==> config.mk <==
export PLATFORM = sky130hd
export DESIGN_NAME = door_input_conditioner
export DESIGN_NICKNAME = d
export VERILOG_FILES = /design/src/rtl/door_pkg.sv /design/src/rtl/debounce_channel.sv /design/src/rtl/door_input_conditioner.sv
export SDC_FILE = /design/constraint.sdc
export NUM_CORES = 1
export LEC_CHECK = 0
export CORE_MARGIN = 2
export CORE_UTILIZATION = 40
export DETAILED_ROUTE_END_ITERATION = 8
export GPL_TIMING_DRIVEN = 0
export SLEW_MARGIN = 10
export SYNTH_ARGS = -nofsm -noshare
export SYNTH_HDL_FRONTEND = slang
export SYNTH_HIERARCHICAL = 1
export SYNTH_SLANG_ARGS = --single-unit
==> constraint.sdc <==
create_clock -name clk2m -period 2.2 [get_ports clk2m]
set_input_delay 0.22 -clock clk2m [delete_from_list [all_inputs] [get_ports clk2m]]
set_output_delay 0.22 -clock clk2m [all_outputs]
set_load 0.005 [all_outputs]
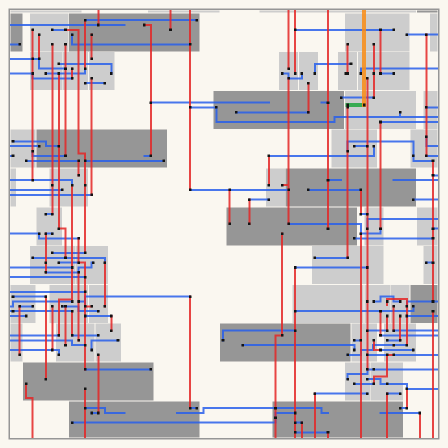
**Above:** run 1 (zoomed window).
Window x 29 to 59, y 11 to 41 um. Cells in grey, sequential cells in the stronger grey; small squares are vias.
[green] met3
[blue] met1
[orange] met4
[red] met2
sequential cells in the window: 9
cells with their middle in the window: 42
most frequent: dfrtp_1 (9), a21oi_1 (5), nor2_1 (4)

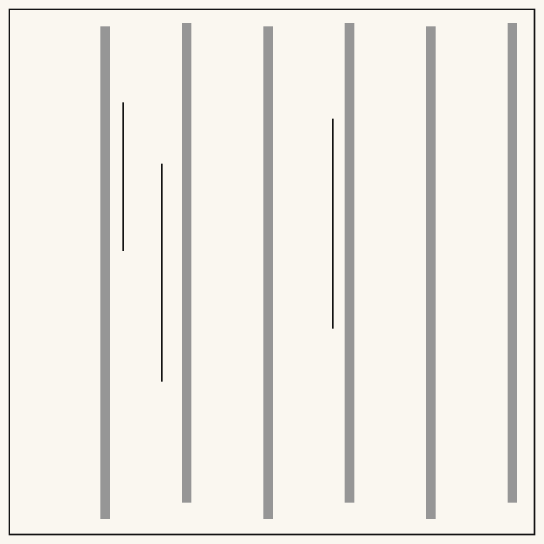
**Above:** run 1 (met4 routing).
Scale: 6 px per um. Supply wires on this layer in grey.
main direction: vertical
wire length on this layer: 95.2 um
share of all routed wire: 2.0%
nets with wire on the layer: 2
final WL: 4810 um
Vias: 2054

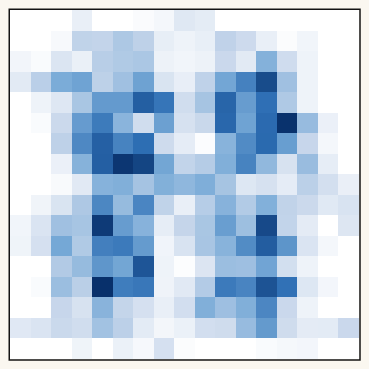
**Above:** run 1 (wire density map).
Scale: 4 px per um. 17 x 17 tiles, from white (low) to dark blue (high), scaled to the fullest tile. Values are wire area over tile area, all layers added.
tiles over half the peak: 20%
mean over tiles: 0.098
densest ninth of the die: centre
fullest tile: 0.36
nearly empty tiles: 20%
gr usage total: 14.4%
routed wire length per instance: 13.0 um

==> run_results.csv, run 1 <==
group,metric,value,unit
final_layout,drive_above_1_share,15.2,%
pwr,power_switching,0.497,mW
clocking,cts_num_sinks,59,
pwr,seq_power_share,48.4,%
global_routing,grt_pass1_vias,1925,
logic_synthesis,syn-cell-area,0.00278,mm^2
clocking,htreeDepth,3,
logic_synthesis,syn-num-nets,274,
timing,min_period,1.64,ns
timing,rsz0062_at_grt,"false",
routing,viasPerCell,5.57,
pwr,p_clk_share,47.9,%
pwr,power_frac_comb,3.8,%
timing,fmax,610,MHz
clocking,cts_root_buffer,"clkbuf_8",
routing,drt_iter0_drc,101,
global_routing,busiest_layer,"met2",
final_layout,largest_reg_flops,44,
logic_synthesis,synthCells,260,
clocking,clk_pin_slew,0.07,ns
timing,fin_crit_sh,74.5,%
worst_setup_path,worst_setup_path_end_kind,"flip-flop",
timing,hold_viol,0,
timing,fin_ws,0.562,ns
timing,fin_worst_skew,0.0102,ns
timing,slew_violations,0,
worst_setup_path,crit_path_max_fanout,4,
worst_setup_path,worstRegToRegCells,5,
global_routing,use_met2,22.3,%
timing,relSlewSlack,51.1,%
pwr,internal_power,1.84,mW
floorplan,ios,13,
clocking,cts_setup_buffers,0,
job,maxCapViolCount,0,
global_routing,grt_overflow,0,
pwr,power_density,724,mW/mm^2
timing,worst_slew_pin_slew,0.733,ns
routing,ant_nets,0,
clocking,clock_latency,0.33,ns
floorplan,dieArea,0.00762,mm^2
routing,dr.pass1.iters,4,
pwr,p_leak,1.31,nW
global_routing,grt_util_met1,19.0,%
status,status,"complete, no violations",
min_path,hold_path.class,"input pin to flip-flop",
floorplan,die_w,87.3,um
clocking,ctsResizeCount,0,
routing,drc_errors,0,
floorplan,fp_util,41.1,%
final_layout,syn_to_final_growth,16.4,%
==> run 1: power by group through the flow <==
stage / Clock (mW) / Combinational [mW] / Sequential, mW
2_1_floorplan: 0 / 0.0498 / 1.15
3_3_place_gp: 0 / 0.0903 / 1.15
3_5_place_dp: 0 / 0.0903 / 1.15
4_1_cts: 1.15 / 0.0923 / 1.13
5_1_grt: 1.20 / 0.105 / 1.13
6_report: 1.12 / 0.0881 / 1.13
==> run 1: cells in the final DEF (no fill, tap or decap), types with 11 or more instances in the layout <==
master,n
a21oi_1,20
nand2_1,12
clkdlybuf4s50_1,11
dfrtp_1,59
nor2_1,26
o21ai_0,12
or4_1,12
clkbuf_8,11
or3_1,12
==> run 1: through the flow <==
stage               hold WS, ns  utilization (%)  instances  area, um^2
finish                    0.323             47.8        369        3230
global route              0.308             47.8        369        3230
CTS                       0.310             47.8        369        3230
detailed placement        0.337             44.3        352        2990
global placement          0.332             44.3        352        3000
floorplan               -0.0756                -        260        2780
==> run 1: worst max-delay path: stages, from the launching register on <==
cell      delay, ns
dfrtp_1        0.38
inv_1          0.06
ha_1           0.33
nand2b_1       0.15
nor4_1         0.23
mux2_2         0.37
==> run 1: layer usage <==
metal	wire [um]	share of wire (%)	vias up
li1	-	-	1011
met1	2330	48	1014
met4	95	2.0	0
met5	0	0	-
met2	2270	47	18
met3	115	2.4	11
==> run 1: area by class of cell <==
type	count	area [um^2]
Buffer	4	20.0
Clock buffer	12	155
Clock inverter	4	72.6
Fill cell	625	3530
Inverter	8	30.0
Multi-Input combinational cell	189	1250
Sequential cell	59	1480
Tap cell	80	100
Timing Repair Buffer	13	128
==> run 1 -> run 2 <==
==> constraint.sdc (replaced) <==
create_clock -name clk2m -period 1.3 [get_ports clk2m]
set_input_delay 0.13 -clock clk2m [delete_from_list [all_inputs] [get_ports clk2m]]
set_output_delay 0.13 -clock clk2m [all_outputs]
set_load 0.005 [all_outputs]
==> run 2 against run 1 <==
  * The run now ends with negative setup slack left
  * Cell count up 17%
  * Critical endpoint is now g_ch[3].u_ch/dout
  * Clock skew down 0.0016 ns
  * Core utilization is 15 points higher
  * Combinational power grew to 3.9 times the previous value
  * Largest cell class is now multi-input combinational cells
  * First-iteration DRC count down 67%
  * Register-to-register slack got worse by 0.72 ns
  * Cell area is 32% higher
  * Largest power group unchanged
  * Routed wire length grew 31%
  * Non-clock buffer count grew 62
==> run_results.csv, run 2 <==
group,metric,value,unit
status,status,"complete, but fails checks",
status,violations,"negative setup slack",
clocking,clk_pin_slew,0.07,ns
floorplan,dieArea,0.00762,mm^2
timing,min_period,1.46,ns
timing,fmax,686,MHz
final_layout,fin_area,0.00427,mm^2
timing,rsz0062_at_grt,"true",
timing,fin_ws,-0.159,ns
floorplan,die_w,87.3,um
timing,worst_slew_pin_slew,0.752,ns
global_routing,grt_pass1_wl,10200,um
final_layout,drive_above_1_share,54.1,%
logic_synthesis,syn-num-nets,274,
final_layout,largest_reg_flops,44,
worst_setup_path,worst_setup_path_end_kind,"flip-flop",
routing,drt_iter0_drc,33,
final_layout,layout_top_cell,"buf_4",
global_routing,grt_pass1_vias,2252,
timing,slew_violations,0,
routing,ant_nets,0,
clocking,numCtsBuffers,9,
job,maxCapViolCount,0,
pwr,p_leak,1.74,nW
worst_setup_path,crit_path_max_fanout,6,
global_routing,grt_overflow,0,
worst_setup_path,worstRegToRegCells,3,
timing,relSlewSlack,49.9,%
final_layout,instances_no_fill,431,
clocking,cts_num_sinks,59,
logic_synthesis,syn-cell-area,0.00278,mm^2
placement,place_hpwl,3320,um
final_layout,layout.cells.most_common_list,"buf_4 (48), dfrtp_1 (44), buf_6 (19), a21oi_2 (19), dfrtp_2 (15)",
logic_synthesis,synthCells,260,
floorplan,ios,13,
timing,hold_viol,0,
pwr,power_density,922,mW/mm^2
routing,vias,2346,
floorplan,fp_util,41.1,%
final_layout,syn_to_final_growth,53.8,%
clocking,htreeDepth,3,
placement,place_area,0.00321,mm^2
min_path,hold_path.class,"input pin to flip-flop",
routing,drc_errors,0,
timing,finalSetupViolCount,43,
timing,fin_crit_sh,112,%
timing,fin_hold_ws,0.229,ns
routing,viasPerCell,5.44,
final_layout,nFillCells,517,
run 2: netlist changes by cell type in the layout (fill, tap and decap cells not counted), moves of 15 or more:
cell     before  now
a21oi_1      20    1
nor2_1       26   10
buf_4         1   48
dfrtp_1      59   44
buf_6         0   19
a21oi_2       0   19
dfrtp_2       0   15
run 2: per-layer routing:
metal / share of wire, % / GRT usage (%) / vias to the layer above
met1: 45 / 22.1 / 1160
met4: 1.5 / 9.37 / 0
met3: 1.8 / 2.84 / 10
met5: 0 / 0 / -
li1: - / - / 1147
met2: 52 / 27.1 / 29
run 2: what timing repair did:
item,in CTS,in global routing
setup buffers,38,21
cloned,4,0
hold buffers,1,0
setup endpoints to repair,50,46
endpoints found under the hold margin,59,0
gates resized,75,40
pin swaps,27,18
run 2: layout make-up:
class | count | area (um^2) | area share, %
buffer | 4 | 45.0 | 1.06
clock buffer | 11 | 141 | 3.31
clock inverter | 5 | 52.6 | 1.23
inverter | 8 | 30.0 | 0.704
multi-input combinational | 189 | 1760 | 41.3
sequential | 59 | 1500 | 35.0
tap | 80 | 100 | 2.35
timing repair buffer | 75 | 641 | 15.0
run 2: power by group:
part | switching, mW | total, mW | internal (mW) | leakage [nW]
registers | 0.0558 | 1.94 | 1.88 | 0.771
logic | 0.163 | 0.341 | 0.178 | 0.870
clock network | 0.732 | 1.66 | 0.928 | 0.0991
total | 0.951 | 3.94 | 2.99 | 1.74
run 2: worst max-delay path: stages, from the launching register on:
cell     delay [ns]
dfrtp_2        0.47
or2_4          0.29
nor4_4         0.27
mux2_4         0.32
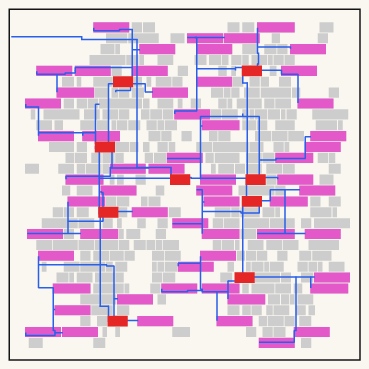
**Above:** run 2 (clock network drawn from the DEF).
Scale: 4 px per um.
[blue] clock wires | length: 830 um
[red] cells driving clock nets | count: 9
[magenta] flip-flops | count: 59
flops lie: all over the die
routed clock nets: 10
Clock Power: 1.66 mW
Fin Clk Skew: 0.00857 ns
Clk pwr share: 42.2%
clk latency late pin: 0.33 ns

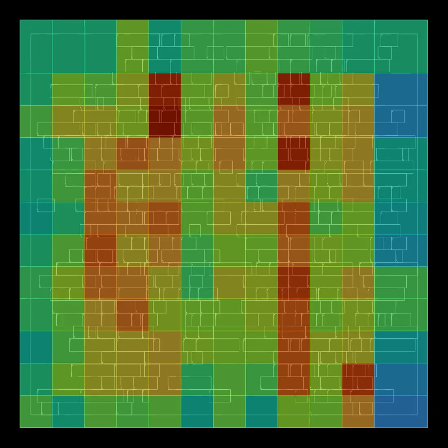
**Above:** run 2 (track usage over the die).
most used routing layer: met2
Util after Layout: 63.2%
gr usage total: 17.1%
met3 Usage GRT: 2.84%

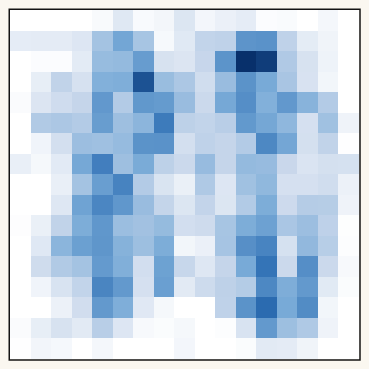
**Above:** run 2 (wire density map).
Scale: 4 px per um. 17 x 17 tiles, from white (low) to dark blue (high), scaled to the fullest tile. Values are wire area over tile area, all layers added.
tiles over half the peak: 18%
nearly empty tiles: 16%
fullest tile: 0.47
mean over tiles: 0.13
final WL: 6290 um
routed wire length per instance: 14.6 um

Power figures rest on the tool's default switching activity, not on a simulated workload.
